`config.mk`:
```
export PLATFORM = sky130hd
export DESIGN_NAME = dfu_boot_ctrl
export DESIGN_NICKNAME = d
export VERILOG_FILES = /design/src/rtl/dfu_boot_ctrl.sv
export SDC_FILE = /design/constraint.sdc
export NUM_CORES = 1
export LEC_CHECK = 0
export CAP_MARGIN = 25
export CELL_PAD_IN_SITES_DETAIL_PLACEMENT = 1
export CELL_PAD_IN_SITES_GLOBAL_PLACEMENT = 1
export CORE_ASPECT_RATIO = 1.2
export CORE_MARGIN = 2
export CORE_UTILIZATION = 46
export DETAILED_ROUTE_END_ITERATION = 6
export PLACE_DENSITY = 0.76
export SLEW_MARGIN = 30
export SYNTH_ARGS = -nofsm -noshare
export SYNTH_HDL_FRONTEND = slang
export SYNTH_SLANG_ARGS = --single-unit
export TNS_END_PERCENT = 100
```
`constraint.sdc`:
```
create_clock -name clk -period 2.5 [get_ports clk]
set_input_delay 0.5 -clock clk [delete_from_list [all_inputs] [get_ports clk]]
set_output_delay 0.5 -clock clk [all_outputs]
set_load 0.02 [all_outputs]
```
`src/rtl/dfu_boot_ctrl.sv`:
```
// Boot-control block for TinyDFU tops: sequences the DFU core reset, chooses
// between staying in the bootloader and warm-booting the user image, and drives the status LED.
module dfu_boot_ctrl #(
    parameter int unsigned RESET_CYCLES   = 12000,
    parameter int unsigned BOOT_CYCLES    = 36000000,
    parameter logic [1:0]  BOOT_IMAGE     = 2'b01,
    parameter int unsigned LED_MSB        = 23,
    parameter bit          LED_ACTIVE_LOW = 1'b0
) (
    input  logic       clk,
    input  logic       reset_n,
    input  logic       clk_locked,
    input  logic [7:0] dfu_state,
    input  logic       usb_reset,
    input  logic       boot_req,
    output logic       core_reset,
    output logic       boot,
    output logic [1:0] boot_sel,
    output logic       bootloader_active,
    output logic       led
);

    localparam int unsigned TMAX = (RESET_CYCLES > BOOT_CYCLES) ? RESET_CYCLES : BOOT_CYCLES;
    localparam int unsigned TW   = $clog2(TMAX + 1);
    localparam logic [TW-1:0] RESET_LOAD = TW'(RESET_CYCLES);
    localparam logic [TW-1:0] BOOT_LOAD  = TW'(BOOT_CYCLES);

    typedef enum logic [1:0] {
        ST_RESET_HOLD,
        ST_WAIT_ENUM,
        ST_STAY,
        ST_BOOT
    } state_e;

    state_e        state_q, state_d;
    logic [TW-1:0] timer_q, timer_d;
    logic          core_reset_q, boot_q, bl_active_q, led_q, led_d;
    logic          boot_now;
    logic [10:0]   cnt_q;
    logic          cnt_step;
    logic [4:0]    ramp;
    logic          idle, busy;

    // One timer serves both the reset hold and the enumeration window.
    always_comb begin
        state_d  = state_q;
        timer_d  = timer_q;
        boot_now = ((dfu_state == 8'h01) && usb_reset) || boot_req;
        if (clk_locked) begin
            case (state_q)
                ST_RESET_HOLD: begin
                    if (timer_q <= TW'(1)) begin
                        state_d = ST_WAIT_ENUM;
                        timer_d = BOOT_LOAD;
                    end else begin
                        timer_d = timer_q - TW'(1);
                    end
                end
                ST_WAIT_ENUM: begin
                    timer_d = timer_q - TW'(1);
                    if (boot_now) begin
                        state_d = ST_BOOT;
                    end else if (dfu_state != 8'h00) begin
                        state_d = ST_STAY;
                    end else if (timer_q <= TW'(1)) begin
                        state_d = ST_BOOT;
                    end
                end
                ST_STAY: begin
                    if (boot_now) begin
                        state_d = ST_BOOT;
                    end
                end
                default: ;
            endcase
        end
    end

    always_ff @(posedge clk or negedge reset_n) begin
        if (!reset_n) begin
            state_q      <= ST_RESET_HOLD;
            timer_q      <= RESET_LOAD;
            core_reset_q <= 1'b1;
            boot_q       <= 1'b0;
            bl_active_q  <= 1'b0;
        end else begin
            state_q      <= state_d;
            timer_q      <= timer_d;
            core_reset_q <= (state_d == ST_RESET_HOLD);
            boot_q       <= (state_d == ST_BOOT);
            bl_active_q  <= (state_d == ST_STAY);
        end
    end

    // LED counter is split into a low prescaler and the 11 pattern bits;
    // together they count exactly like one LED_MSB+1 wide free-running counter.
    if (LED_MSB > 10) begin : g_pre
        logic [LED_MSB-11:0] pre_q;
        always_ff @(posedge clk or negedge reset_n) begin
            if (!reset_n) begin
                pre_q <= '0;
            end else begin
                pre_q <= pre_q + 1'b1;
            end
        end
        assign cnt_step = &pre_q;
    end else begin : g_nopre
        assign cnt_step = 1'b1;
    end

    always_ff @(posedge clk or negedge reset_n) begin
        if (!reset_n) begin
            cnt_q <= '0;
        end else if (cnt_step) begin
            cnt_q <= cnt_q + 11'd1;
        end
    end

    always_comb begin
        idle  = (cnt_q[9:7] == 3'd3) || (cnt_q[9:7] == 3'd5);
        ramp  = cnt_q[10] ? cnt_q[9:5] : (5'd31 - cnt_q[9:5]);
        busy  = (cnt_q[4:0] >= ramp);
        led_d = 1'b0;
        if ((state_q == ST_WAIT_ENUM) || (state_q == ST_STAY)) begin
            case (dfu_state)
                8'h00:   led_d = ~idle;
                8'h02:   led_d = idle;
                default: led_d = busy;
            endcase
        end
    end

    always_ff @(posedge clk or negedge reset_n) begin
        if (!reset_n) begin
            led_q <= 1'b0;
        end else begin
            led_q <= led_d;
        end
    end

    assign core_reset        = core_reset_q;
    assign boot              = boot_q;
    assign bootloader_active = bl_active_q;
    assign boot_sel          = BOOT_IMAGE;
    assign led               = led_q ^ LED_ACTIVE_LOW;

endmodule

```
Fig. 1: routing congestion
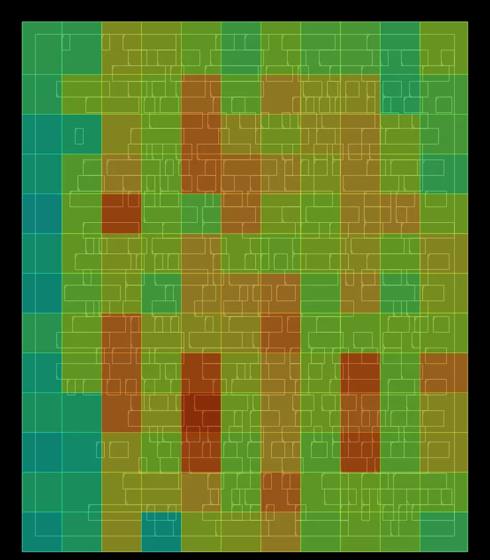
GRT Max-Usage Layer: met2
Overall Global Routing Usage: 0.197
met2 demand-to-capacity share in global routing: 0.341

Fig. 2: floorplan with the power grid
(4 px per um) Pins as bars on the die edge.
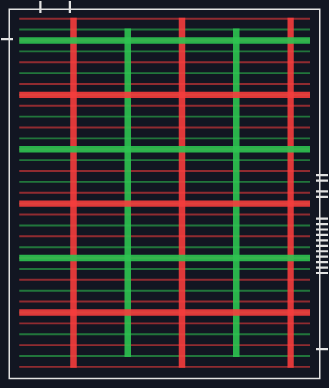
net	colour
VDD	green
VSS	red
met1 rails	33
met4 straps	5
horizontal die size: 77.3 um
maximum resistive drop on vdd: 348 uV
height of the die: 91.9 um

==> out/results.ini <==
[finish]
inverters = 10
flop_area_um2 = 1410

[global_route]
global_route_wire_length_before_repair_um = 11200
grt_antenna_before_repair = 0

[route]
viasPerCell = 5.42
top_layer = met4
dr_wl_met2_um = 3180

[critical_path]
crit_path_end_kind = flop
required_ns = 2.75
critical_path_start_end_classification = reg2reg
type_of_element_launching_the_critical_path = flop

[placement]
place_worst_setup_slack_ns = -0.120
io_buffers = 16

[timing]
fin_max_slew_vios = 0
timing.final.hold_violations = 0

[outcome]
run_status = complete, no violations

[yosys]
post_synth_num_cell_types = 46
synthMuxAreaShare = 0.00380
ys_top_cells_by_area = dfrtp_1 41%, xnor2_1 9.2%, dfstp_2 7.1%

[die]
placementRows = 32
floorplanUtilization = 0.469

[power_and_ir_drop]
static-leakage-power_nw = 1.51

## placed cells by master, fill, tap and decap left out, types with 3 or more instances in the layout
cell and count:
o21ai_0 7, a21o_1 3, nand3_1 12, nor3_1 14
nor2_1 32, buf_4 9, a2111oi_0 3, nand2_1 20
dfstp_2 8, or3_1 3, or4_1 3, nor4b_1 3
clkbuf_8 5, inv_1 10, ha_1 13, nor4_1 14
xnor2_1 31, clkdlybuf4s50_1 15, nand4_1 5, xor2_1 19
dfrtp_1 48, or2_2 3
## final timing paths
path | startpoint | endpoint | slack, ns | depth (start not counted)
worst max-delay path | timer_q[12] | timer_q[14] | 0.19 | 5
worst min-delay path | reset_n | timer_q[1] | 0.15 | 2
worst max register to register | timer_q[12] | timer_q[14] | 0.19 | 5
worst min register to register | g_pre.pre_q[10] | g_pre.pre_q[10] | 0.48 | 1
max in group asynchronous | reset_n | timer_q[11] | 2.02 | 2
min in group clk | g_pre.pre_q[10] | g_pre.pre_q[10] | 0.48 | 1
## state kept, by name, indices dropped and copies added, names as in the netlist
name               flops
boot                   1
bootloader_active      1
cnt_q                 11
core_reset             1
g_pre.pre_q           13
led                    1
state_q                2
timer_q               26
## power breakdown
group	total (W)	internal (W)	switching (W)
registers	0.00134	0.00114	0.000206
logic	0.000861	0.000386	0.000476
clock network	0.000520	0.000202	0.000318
## Yosys cell counts, types with 2 or more instances
master,number
ha_1,13
and3_1,2
or3_2,2
and4_1,2
or4_1,3
clkbuf_1,6
nor4_1,14
nor3_1,14
dfstp_2,8
nand2_1,20
nor4b_1,3
nand4_1,5
xor2_1,19
dfrtp_1,48
nand3_1,12
a21o_1,3
nand2b_1,2
nor2_1,32
a2111oi_0,3
buf_2,2
and2_1,2
or2_2,3
or3_1,4
o21ai_0,7
inv_1,10
xnor2_1,31
conb_1,2
buf_4,2
Power and IR drop assume default switching activity.
